### config.mk
export PLATFORM = sky130hd
export DESIGN_NAME = stack_arbiter
export DESIGN_NICKNAME = d
export VERILOG_FILES = /design/src/rtl/stack_arb_pkg.sv /design/src/rtl/stack_arb_rr_picker.sv /design/src/rtl/stack_arbiter.sv
export SDC_FILE = /design/constraint.sdc
export NUM_CORES = 1
export LEC_CHECK = 0
export CORE_ASPECT_RATIO = 0.8
export CORE_MARGIN = 2
export CORE_UTILIZATION = 25
export DETAILED_ROUTE_END_ITERATION = 10
export SLEW_MARGIN = 20
export SYNTH_ARGS = -nofsm -noshare
export SYNTH_HDL_FRONTEND = slang
export SYNTH_SLANG_ARGS = --single-unit
### constraint.sdc
create_clock -name clk -period 3.75 [get_ports clk]
set_input_delay 0.75 -clock clk [delete_from_list [all_inputs] [get_ports clk]]
set_output_delay 0.75 -clock clk [all_outputs]
set_load 0.01 [all_outputs]
### src/rtl/stack_arb_pkg.sv
`default_nettype none
// ============================================================================
//  Module      : stack_arb_pkg
//  Description : Shared types for the operand-stack arbiter: FSM state
//                encoding, the latched stack operation and a one-hot to
//                index helper.
//  Revision    : 1.0 - initial release
// ============================================================================
package stack_arb_pkg;

    // Word width carried by the latched operation record.
    localparam int c_STK_WIDTH = 32;
    // Widest requester vector the index helper handles.
    localparam int c_MAX_REQ   = 8;

    typedef enum logic [1:0] {
        IDLE  = 2'd0,
        ISSUE = 2'd1,
        WAIT  = 2'd2,
        RESP  = 2'd3
    } state_t;

    typedef struct packed {
        logic                   push;
        logic [c_STK_WIDTH-1:0] wdata;
    } stack_op_t;

    // Index of the set bit of a one-hot vector (zero if none set).
    function automatic logic [2:0] onehot_to_idx(input logic [c_MAX_REQ-1:0] oh);
        logic [2:0] idx;
        idx = '0;
        for (int i = 0; i < c_MAX_REQ; i++) begin
            if (oh[i]) idx = 3'(i);
        end
        return idx;
    endfunction

endpackage
`default_nettype wire

### src/rtl/stack_arb_rr_picker.sv
`default_nettype none
// ============================================================================
//  Module      : rr_picker
//  Description : Combinational round-robin selector. Scans the request
//                vector starting at i_ptr and wrapping, granting the first
//                active requester.
//  Ports       : i_req  - request vector
//                i_ptr  - index with highest priority this round
//                o_gnt  - one-hot grant (all zero when no request)
//  Revision    : 1.0 - initial release
// ============================================================================
module rr_picker #(
    parameter int NREQ = 3
) (
    input  logic [NREQ-1:0]         i_req,
    input  logic [$clog2(NREQ)-1:0] i_ptr,
    output logic [NREQ-1:0]         o_gnt
);

    localparam int c_PW = $clog2(NREQ);

    logic [c_PW-1:0] w_idx;
    logic            w_found;

    always_comb begin
        o_gnt   = '0;
        w_found = 1'b0;
        w_idx   = '0;
        for (int k = 0; k < NREQ; k++) begin
            w_idx = c_PW'((int'(i_ptr) + k) % NREQ);
            if (!w_found && i_req[w_idx]) begin
                o_gnt[w_idx] = 1'b1;
                w_found      = 1'b1;
            end
        end
    end

endmodule
`default_nettype wire

### src/rtl/stack_arbiter.sv
`default_nettype none
// ============================================================================
//  Module      : stack_arbiter
//  Description : Shares one operand stack among NREQ requesters. Round-robin
//                grant with optional lock for multi-op sequences, occupancy
//                tracking that rejects underflow/overflow before the stack
//                sees them, and a timeout on the stack's done handshake.
//  Ports       : clk, rst_n                     - clock / async active-low reset
//                req, req_push, req_lock,
//                req_wdata                      - requester side
//                gnt, done, err, rdata, count   - requester-side results
//                stk_push, stk_trigger,
//                stk_wdata, stk_rdata, stk_done - stack side
//  Revision    : 1.0 - initial release
// ============================================================================
module stack_arbiter
    import stack_arb_pkg::*;
#(
    parameter int NREQ    = 3,
    parameter int WIDTH   = c_STK_WIDTH,
    parameter int DEPTH   = 256,
    parameter int TIMEOUT = 64
) (
    input  logic                       clk,
    input  logic                       rst_n,
    input  logic [NREQ-1:0]            req,
    input  logic [NREQ-1:0]            req_push,
    input  logic [NREQ-1:0]            req_lock,
    input  logic [NREQ*WIDTH-1:0]      req_wdata,
    output logic [NREQ-1:0]            gnt,
    output logic [NREQ-1:0]            done,
    output logic                       err,
    output logic [WIDTH-1:0]           rdata,
    output logic [$clog2(DEPTH+1)-1:0] count,
    output logic                       stk_push,
    output logic                       stk_trigger,
    output logic [WIDTH-1:0]           stk_wdata,
    input  logic [WIDTH-1:0]           stk_rdata,
    input  logic                       stk_done
);

    localparam int c_PW = $clog2(NREQ);
    localparam int c_CW = $clog2(DEPTH + 1);
    localparam int c_TW = $clog2(TIMEOUT);

    state_t            r_state;
    state_t            w_next;
    logic [NREQ-1:0]   r_gnt;
    stack_op_t         r_op;
    logic              r_err;
    logic [WIDTH-1:0]  r_rdata;
    logic [c_CW-1:0]   r_count;
    logic [c_TW-1:0]   r_timer;
    logic [c_PW-1:0]   r_ptr;

    logic [NREQ-1:0]   w_pick;
    logic [NREQ-1:0]   w_src;
    logic              w_sel_push;
    logic [WIDTH-1:0]  w_sel_wdata;
    logic              w_reject;
    logic              w_relock;
    logic              w_timeout;
    logic [c_PW-1:0]   w_owner;
    logic [c_PW-1:0]   w_ptr_next;

    rr_picker #(
        .NREQ (NREQ)
    ) u_picker (
        .i_req (req),
        .i_ptr (r_ptr),
        .o_gnt (w_pick)
    );

    // Operand source: the fresh winner when arbitrating, the current owner
    // when a locked owner chains another operation.
    always_comb begin
        w_src       = (r_state == IDLE) ? w_pick : r_gnt;
        w_sel_push  = |(req_push & w_src);
        w_sel_wdata = '0;
        for (int i = 0; i < NREQ; i++) begin
            if (w_src[i]) w_sel_wdata = req_wdata[i*WIDTH +: WIDTH];
        end
    end

    // Underflow/overflow are decided from the tracked occupancy so the stack
    // never receives an illegal operation.
    assign w_reject   = r_op.push ? (r_count == c_CW'(DEPTH)) : (r_count == '0);
    assign w_relock   = |(r_gnt & req & req_lock);
    assign w_timeout  = (r_timer == c_TW'(TIMEOUT - 1));
    assign w_owner    = c_PW'(onehot_to_idx(c_MAX_REQ'(r_gnt)));
    assign w_ptr_next = (w_owner == c_PW'(NREQ - 1)) ? '0 : w_owner + c_PW'(1);

    always_comb begin
        w_next      = r_state;
        stk_trigger = 1'b0;
        done        = '0;
        err         = 1'b0;
        case (r_state)
            IDLE:    if (|req) w_next = ISSUE;
            ISSUE: begin
                stk_trigger = !w_reject;
                w_next      = w_reject ? RESP : WAIT;
            end
            WAIT:    if (stk_done || w_timeout) w_next = RESP;
            RESP: begin
                done   = r_gnt;
                err    = r_err;
                w_next = w_relock ? ISSUE : IDLE;
            end
            default: w_next = IDLE;
        endcase
    end

    always_ff @(posedge clk or negedge rst_n) begin
        if (!rst_n) begin
            r_state <= IDLE;
            r_gnt   <= '0;
            r_op    <= '0;
            r_err   <= 1'b0;
            r_rdata <= '0;
            r_count <= '0;
            r_timer <= '0;
            r_ptr   <= '0;
        end else begin
            r_state <= w_next;
            case (r_state)
                IDLE: begin
                    if (|req) begin
                        r_gnt      <= w_pick;
                        r_op.push  <= w_sel_push;
                        r_op.wdata <= w_sel_wdata;
                        r_err      <= 1'b0;
                    end
                end
                ISSUE: begin
                    r_timer <= '0;
                    if (w_reject) r_err <= 1'b1;
                end
                WAIT: begin
                    if (stk_done) begin
                        if (r_op.push) begin
                            r_count <= r_count + c_CW'(1);
                        end else begin
                            r_count <= r_count - c_CW'(1);
                            r_rdata <= stk_rdata;
                        end
                    end else if (w_timeout) begin
                        r_err <= 1'b1;
                    end else begin
                        r_timer <= r_timer + c_TW'(1);
                    end
                end
                RESP: begin
                    r_ptr <= w_ptr_next;
                    if (w_relock) begin
                        r_op.push  <= w_sel_push;
                        r_op.wdata <= w_sel_wdata;
                        r_err      <= 1'b0;
                    end else begin
                        r_gnt <= '0;
                    end
                end
                default: ;
            endcase
        end
    end

    assign gnt       = r_gnt;
    assign rdata     = r_rdata;
    assign count     = r_count;
    assign stk_push  = r_op.push;
    assign stk_wdata = r_op.wdata;

endmodule
`default_nettype wire

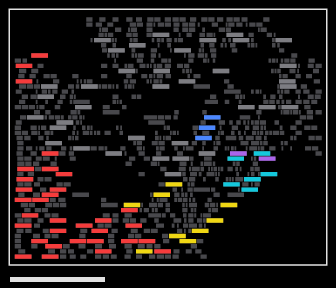
(run_1/ff_map.png)
The bar under the picture is 50 um long. Other sequential cells in the stronger grey, the rest of the logic in the fainter grey.
Purple shows `r_ptr`, placed flops 2. Cyan shows `r_timer`, placed flops 6. Blue shows `gnt`, placed flops 3. Red shows `rdata`, placed flops 32, where bottom left. Yellow shows `count`, placed flops 9, where bottom middle.
Another 36 sequential cells are not coloured.
flop share of the area: 0.272
FF/Latch Area: 0.00220 mm2
utilization after layout: 0.389

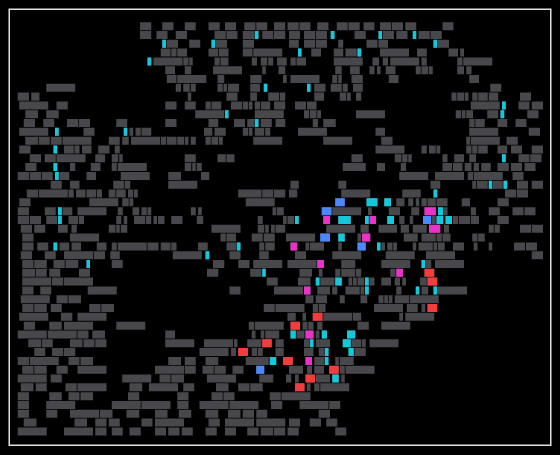
(run_1/gates.png)
Red shows xor and xnor cells, cells 11, most used xnor2_1, where bottom middle. Blue shows non-inverting ao/oa cells, cells 6, most used a22o_1, where middle. Magenta shows and/or cells, cells 11, most used and2_1, where middle. Cyan shows nor cells, cells 60, most used nor2_1, where spread over the die.
most common logic cell in the routed design: clkdlybuf4s50_1
Layout Cells excl Fill: 1045
Comb area share: 0.353

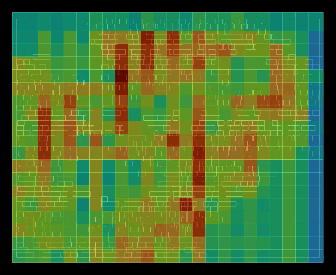
(run_1/congestion_map.png)
most used routing layer: met2
GR Layer Usage met1: 0.234

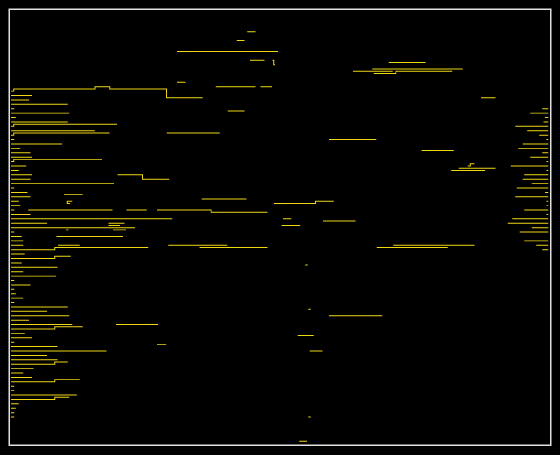
(run_1/m3.png)
The longest straight run is 49.4 um. The wires run mostly horizontal.
via count: 5350
WL final: 19000 um
routing usage on met3: 0.0513

==> GITHUB_STEP_SUMMARY, run 1 <==
### Metrics collected by this job

| Metric | Value |
|---|---|
| ANT nets after route | 0 |
| Area leader share | 0.416 |
| CTS Buf Count | 9 |
| R2R setup slack | 0.92 ns |
| Die width | 167 um |
| CTS Hold Buffers Added | 0 |
| Final Hold Viols | 0 |
| Post-layout period usage | 0.788 |
| Core area | 0.0208 mm2 |
| Post-synth area hogs | dfrtp_1 42%, mux2_2 7.4%, o221ai_1 5.3%, o2bb2ai_1 5.3%, a31oi_1 4.1% |
| Yosys stat area | 0.00530 mm2 |
| Most numerous cell on the critical path | buf_4 |
| FF-to-FF End | count[8] |
| Hpwl dp | 13400 um |
| Post-synth ARST share | 1.00 |
| Unique cell types | 47 |
| Critical path type | in2reg |
| Max-capacitance violation count | 0 |
| Count of final max-slew check failures | 0 |
| Run status | complete, no violations |
| Synthesized flop and latch total | 88 |
| Largest net degree at the start of global routing | 60 |
| Initial antenna violation count | 1 |
| Top Ports | 222 |
| Bufs on Longest Clock Path | 2 |
| Area leader, netlist | dfrtp_1 |
| First-pass GRT wire length | 29900 um |
| Ys flop type | dfrtp_1 |
| CTS clk-pin slew, worst paths | 0.08 ns |
| Hold crit path type | in2async |
| Total negative slack | 0 ns |
| Row count | 47 |
| Fmax | 0.338 GHz |
| Post-Syn Area per Cell | 9.26 um2 |
| Syn_nets | 730 |
| Fin nets | 929 |
| Most common cell in the netlist | dfrtp_1 |
| Finish-stage setup viols | 0 |
| Worst path required time | 4.03 ns |
| Tot GR Track Use | 0.170 |
| Logic area | 0.00286 mm2 |
| Die area | 0.0224 mm2 |
-- run 1: area by class of cell --
cell class / count / area share
Multi-Input combinational cell: 425 / 0.353
Timing Repair Buffer: 237 / 0.291
Sequential cell: 88 / 0.272
Tap cell: 269 / 0.0416
Clock buffer: 9 / 0.0279
Clock inverter: 7 / 0.00852
Inverter: 10 / 0.00464
-- run 1: worst max path at each step --
stage	from	end	cells after the start
final	req[2]	stk_wdata[9]	9
after global routing	stk_push	count[8]	8
after CTS	req[2]	stk_wdata[25]	9
after detailed placement	req[1]	stk_wdata[2]	8
after global placement	req[1]	stk_wdata[27]	8
after floorplan	stk_push	count[8]	8
-- run 1: metrics by stage --
step           utilization  worst slack (ns)  total power, uW  cell area (um2)  hold slack (ns)
3_3_place_gp         0.375             0.518             6500             7790            0.482
4_1_cts              0.389             0.861             7500             8080            0.506
6_report             0.389             0.793             7450             8080            0.493
2_1_floorplan            -              1.31             4630             5300            0.454
3_5_place_dp         0.375             0.473             6530             7790            0.490
5_1_grt              0.389             0.614             8060             8080            0.517
-- run 1: critical path, delay by kind of cell --
kind                   cells  cell delay (ns)
buffers and inverters      3             1.09
AOI/OAI and AO/OA          3             0.43
and+or+nand+nor            3             0.93
-- run 1: cell usage in the layout (no fill, tap or decap), types with 3 or more instances in the layout --
master	netlist	routed
buf_4	4	15
xor2_1	4	4
clkbuf_16	0	9
and2_1	5	4
inv_8	0	3
nor4_1	3	3
a31oi_1	35	35
ha_1	17	17
mux2i_1	5	5
o21bai_1	3	3
a21oi_1	40	40
nand4_1	4	4
nand2_1	58	58
a22o_1	3	3
nand3_1	42	41
o221ai_1	32	32
nand3b_1	4	4
o2bb2ai_1	32	32
nor2_1	45	44
inv_1	10	10
nor3_1	5	4
mux2_2	35	35
clkdlybuf4s50_1	0	220
xnor2_1	7	7
nor2b_1	5	5
dfrtp_1	88	88
o21ai_0	17	17
-- run 1: power by group --
part	leakage, uW	internal, uW	switching (uW)	total, uW
clock network	0.000146	472	454	925
logic	0.00196	2140	2630	4770
registers	0.00106	1430	320	1750
-- run 1: flip-flops by register name (all words and copies together), names as in the netlist --
signal / cells
r_ptr: 2
rdata: 32
r_timer: 6
r_state: 2
stk_wdata: 32
gnt: 3
stk_push: 1
count: 9
r_err: 1
-- run 1: routing by layer --
metal | track usage | wire, um | vias up
met3 | 0.0513 | 1510 | 16
met4 | 0.0388 | 244 | 0
met2 | 0.262 | 8600 | 202
met5 | 0 | 0 | -
met1 | 0.234 | 8610 | 2589
li1 | - | - | 2543
-- run 1: kinds of logic (layout without fill, tap and decap cells) --
logic type	count (synthesis)	in the layout	synth area share
XOR/XNOR	11	11	0.0182
multiplexers	40	40	0.0839
AND-OR/OR-AND	176	176	0.230
adder cells (fa/ha/maj)	18	18	0.0439
AND/OR/NAND/NOR	180	180	0.156
flip-flops	88	88	0.416
buffers and inverters	59	263	0.0520
==> run 2, diff against run 1 <==
==> constraint.sdc (replaced) <==
create_clock -name clk -period 2.5 [get_ports clk]
set_input_delay 0.5 -clock clk [delete_from_list [all_inputs] [get_ports clk]]
set_output_delay 0.5 -clock clk [all_outputs]
set_load 0.01 [all_outputs]
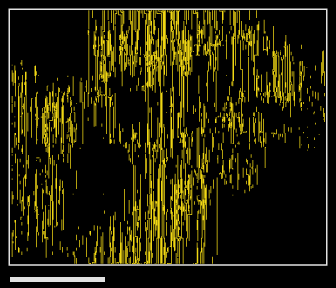
(run_2/m2.png)
The bar under the picture is 50 um long.
The layer holds 46% of the routed length. The longest straight run is 52.0 um. The wires run mostly vertical.
WL final: 19000 um
GR Util met2: 0.269

==> run 2 against run 1 <==
Against the previous run:
- die area is the same
- worst hold slack got worse by 0.35 ns
- sequential share of layout area shrank 1.1 points
- global-route usage decreased by 0.076 points
- combinational power is 61% higher
- cell area up 4.2%
- non-clock buffer count is 30 higher
- clock-buffer cell count unchanged
- highest routed layer is now met5
==> GITHUB_STEP_SUMMARY, run 2 <==
### Metrics collected by this job

| Metric | Value |
|---|---|
| Run status | complete, no violations |
| Final Hold Viols | 0 |
| Switch share | 0.442 |
| Hpwl dp | 13900 um |
| ANT nets after route | 0 |
| Post-synth area hogs | dfrtp_1 42%, mux2_2 7.4%, o221ai_1 5.3%, o2bb2ai_1 5.3%, a31oi_1 4.1% |
| Count of final max-slew check failures | 0 |
| First-pass GRT wire length | 30000 um |
| Part of the power in the clock network | 0.119 |
| R2R setup slack | 0.15 ns |
| Sw Pwr | 5180 uW |
| Fin nets | 959 |
| Worst path required time | 2.73 ns |
| Total Power | 11700 uW |
| Fmax | 0.425 GHz |
| Max-capacitance violation count | 0 |
| Post-Syn Area per Cell | 9.26 um2 |
| CTS Buf Count | 9 |
| Total negative slack | 0 ns |
| Yosys stat area | 0.00530 mm2 |
| CTS clk-pin slew, worst paths | 0.07 ns |
| Area leader share | 0.416 |
| CTS Hold Buffers Added | 0 |
| Logic area | 0.00289 mm2 |
| Top Ports | 222 |
| Sequential Power Share | 0.224 |
| Row count | 47 |
| Most common logic cell in the routed design | clkdlybuf4s50_1 |
| Die width | 167 um |
| Post-layout period usage | 0.942 |
| Ys flop type | dfrtp_1 |
| Unique cell types | 47 |
| Tot GR Track Use | 0.169 |
| Hold slack | 0.146 ns |
| Area leader, netlist | dfrtp_1 |
| FF/Latch Area | 0.00220 mm2 |
| Combinational Power Share | 0.658 |
| Post-synth ARST share | 1.00 |
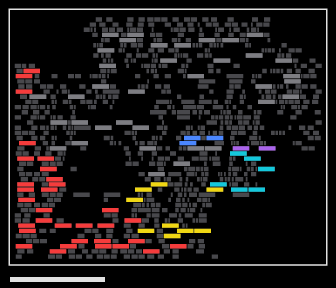
(run_2/ff_map.png)
The bar under the picture is 50 um long. Other sequential cells in the stronger grey, the rest of the logic in the fainter grey.
Purple shows `r_ptr`, placed flops 2. Blue shows `gnt`, placed flops 3. Cyan shows `r_timer`, placed flops 6. Red shows `rdata`, placed flops 32, where bottom left. Yellow shows `count`, placed flops 9, where bottom middle.
flop share of the area: 0.261
utilization after layout: 0.406
Seq group: 2620 uW

[run 2: layer usage]
layer,wire length [um],GRT usage
met5,13,0
met2,8680,0.269
met1,8560,0.223
met4,233,0.0369
met3,1550,0.0578
[run 2: cells by family after synthesis]
logic type	count (synthesis)	synth area share
DFF	88	0.416
adders and majority gates	18	0.0439
AOI/OAI and AO/OA	176	0.230
xor gates and xnor gates	11	0.0182
buffers and inverters	59	0.0520
muxes	40	0.0839
and+or+nand+nor	180	0.156
[run 2: final cells by class]
class                   instances  area share
repair buffers                267       0.316
diodes                          1    0.000297
multi-input cells             425       0.343
flip-flops and latches         88       0.261
clock inverters                 7     0.00862
clock buffers                   9      0.0267
well taps                     269      0.0400
inverters                      10     0.00446
[run 2: final timing paths]
| kind | startpoint | to | depth (start not counted) |
|---|---|---|---|
| min in group clk | r_err | r_err | 1 |
| max reg2reg | r_ptr[1] | stk_wdata[14] | 9 |
| max | req[1] | stk_wdata[14] | 8 |
| max in group asynchronous | rst_n | r_timer[3] | 2 |
| min | rst_n | stk_wdata[11] | 1 |
| min reg2reg | r_err | r_err | 1 |
[run 2: timing repair]
item | 4_1_cts | 5_1_grt
pin swaps | 0 | 2
endpoints found under the setup margin | 1 | 39
buffers inserted | 0 | 0
gates cloned | 0 | 0
endpoints found under the hold margin | 0 | 0
resized | 3 | 6
[run 2: power by group through the flow]
stage	registers (uW)	clock network [uW]	logic (uW)
global route	2710	1490	8480
finish	2620	1390	7700
CTS	2620	1430	7740
global placement	2630	0	7650
floorplan	2860	0	4090
detailed placement	2630	0	7700
[run 2: critical path, cell delays in order]
cell and delay, ns:
clkdlybuf4s50_1 0.55, nand2_1 0.07, or4b_1 0.52, a21o_1 0.23, and3_1 0.23, buf_4 0.20, a31oi_1 0.20, a21oi_1 0.09
[run 2: stage by stage]
stage | cell area, um2 | instances | utilization
2_1_floorplan | 5300 | 572 | -
3_3_place_gp | 8090 | 1059 | 0.390
3_5_place_dp | 8090 | 1059 | 0.390
4_1_cts | 8400 | 1075 | 0.405
5_1_grt | 8420 | 1075 | 0.406
6_report | 8420 | 1076 | 0.406
==> run 3, diff against run 2 <==
--- a/config.mk
+++ b/config.mk
@@ -12,4 +12,5 @@
 export SLEW_MARGIN = 20
 export SYNTH_ARGS = -nofsm -noshare
 export SYNTH_HDL_FRONTEND = slang
+export SYNTH_HIERARCHICAL = 1
 export SYNTH_SLANG_ARGS = --single-unit
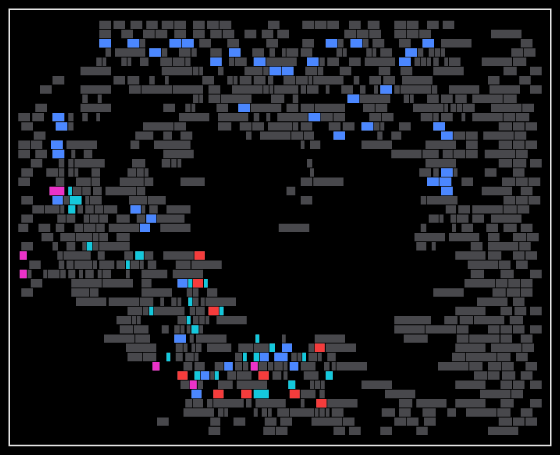
(run_3/gates.png)
Layout Cells excl Fill: 978
Comb area share: 0.309

==> run 3 against run 2 <==
Against the previous run:
- the run now ends with setup timing left
- global-route usage fell by 0.80 points
- fmax down 12%
- synthesized area down 9.1%
- sequential cell count is the same
- synthesized cell count is 18% lower
- largest cell class is now non-clock buffers
- highest routed layer is now met4
==> GITHUB_STEP_SUMMARY, run 3 <==
### Metrics collected by this job

| Metric | Value |
|---|---|
| Post-synth ARST share | 1.00 |
| Ys flop type | dfrtp_1 |
| Most common logic cell in the routed design | clkdlybuf4s50_1 |
| Fin worst setup slack | -0.184 ns |
| CTS Hold Buffers Added | 0 |
| Finish-stage setup viols | 33 |
| 1st-iter DRT viols | 232 |
| Cell-internal power | 6300 uW |
| Utilization after layout | 0.426 |
| Initial antenna violation count | 0 |
| Sequential Power Share | 0.240 |
| Part of the power in the clock network | 0.148 |
| Syn_nets | 625 |
| Core area | 0.0189 mm2 |
| Cells after Synth | 467 |
| Die area | 0.0204 mm2 |
| Violated checks | setup timing |
| Post-synth area hogs | dfrtp_1 46%, mux2_2 7.7%, a221o_1 6.7%, o21ai_1 6.2%, nand2_1 4.4% |
| Fin nets | 873 |
| Combinational Power Share | 0.613 |
| Area leader, netlist | dfrtp_1 |
| Fmax | 0.373 GHz |
| Sw Pwr | 4000 uW |
| Max-capacitance violation count | 0 |
| Row count | 45 |
| Count of final max-slew check failures | 0 |
| Worst path required time | 2.72 ns |
| Synthesized flop and latch total | 88 |
| Antenna diodes | 0 |
| Clock root cell | clkbuf_16 |
| First-pass GRT wire length | 25800 um |
| Largest net degree at the start of global routing | 55 |
| ANT nets after route | 0 |
| Critical path type | reg2reg |
| Synthesized area | 0.00482 mm2 |
| Hold slack | 0.115 ns |
| Hold crit path type | in2async |
| Most common cell in the netlist | dfrtp_1 |
| Run status | complete, but fails checks |
| Post-layout period usage | 1.07 |
| Post-Syn Area per Cell | 10.3 um2 |
| Die width | 159 um |
| Yosys stat area | 0.00482 mm2 |
| Tot GR Track Use | 0.161 |
| Placed cell areas | 0.00751 mm2 |
| CTS clk-pin slew, worst paths | 0.07 ns |
| Most instantiated logic cells after routing | 217 x clkdlybuf4s50_1, 88 x dfrtp_1, 62 x o21ai_1 |
| CTS Buf Count | 9 |
| Final instance area | 0.00805 mm2 |
| FF/Latch Area | 0.00220 mm2 |
| Bufs on Longest Clock Path | 2 |
| Unique cell types | 52 |
| Worst-case reg-to-reg path depth | 10 |
| Logic area | 0.00249 mm2 |
| Top Ports | 222 |
| Final Hold Viols | 0 |
| Hpwl dp | 11800 um |
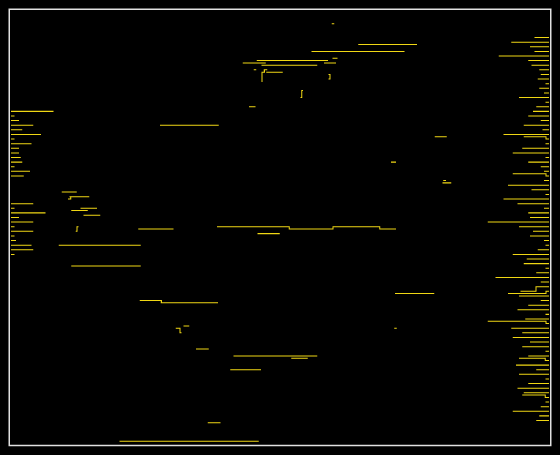
(run_3/m3.png)
The longest straight run is 40.7 um. The layer holds 6.0% of the routed length. The wires run mostly horizontal.
WL final: 16500 um
routing usage on met3: 0.0404
via count: 4687

==> run 3: final timing paths <==
check,startpoint,endpoint,slack [ns]
min reg2reg,r_err,r_err,0.48
min,rst_n,rdata[4],0.11
max in group asynchronous,rst_n,stk_wdata[31],1.71
min in group clk,r_err,r_err,0.48
max reg2reg,r_ptr[1],stk_wdata[1],-0.18
max,r_ptr[1],stk_wdata[1],-0.18
==> run 3: kinds of logic after synthesis <==
kind of cell | share of synthesized area
compound gates | 0.225
xor+xnor | 0.0182
fa+ha+maj | 0.0483
buf+inv | 0.0512
flops | 0.457
mux | 0.101
simple gates | 0.0995
==> run 3: layout make-up <==
cell class              count  share of cell area
flip-flops and latches     88               0.273
multi-input cells         334               0.309
inverters                  16             0.00746
clock inverters             6              0.0121
repair buffers            266               0.328
clock buffers              10              0.0297
well taps                 258              0.0401
==> run 3: metal layers <==
metal,global-route usage,vias to the layer above,part of all wire
li1,-,2226,-
met1,0.210,2260,0.45
met2,0.265,184,0.47
met3,0.0404,17,0.060
met4,0.0476,0,0.013
met5,0,-,0
==> run 3: worst max-delay path, stage by stage (launching register included) <==
cell and delay (ns):
dfrtp_1 0.43, ha_4 0.28, buf_6 0.13, buf_4 0.13, and4bb_2 0.21, o31a_1 0.32, buf_6 0.15, mux2_2 0.37
a221o_1 0.38, o21ai_1 0.08, o21ai_1 0.09
==> run 3: repair_timing <==
item                                    in CTS  in global routing
endpoints found under the hold margin        0                  0
pin swaps                                    7                 15
endpoints found under the setup margin      34                 33
setup buffers                               10                  2
cloned                                       4                  0
gates resized                               22                 10
==> run 3: power by group through the flow <==
stage / clock [uW] / combinational (uW) / sequential, uW
after floorplan: 0 / 3250 / 2670
after global placement: 0 / 5810 / 2450
after detailed placement: 0 / 5940 / 2480
after CTS: 1580 / 6350 / 2470
after global routing: 1630 / 6950 / 2550
final: 1520 / 6310 / 2470
==> run 3: stage by stage <==
step	setup WS [ns]	total power [uW]	TNS [ns]	std cells
after global routing	-0.337	11100	-8.72	978
after CTS	-0.122	10400	-3.63	979
after floorplan	0.0688	5920	0	467
after detailed placement	-0.481	8420	-15.02	949
final	-0.184	10300	-4.60	978
after global placement	-0.331	8260	-10.18	949
No activity file was given, so power comes from the tool's default toggle rates.
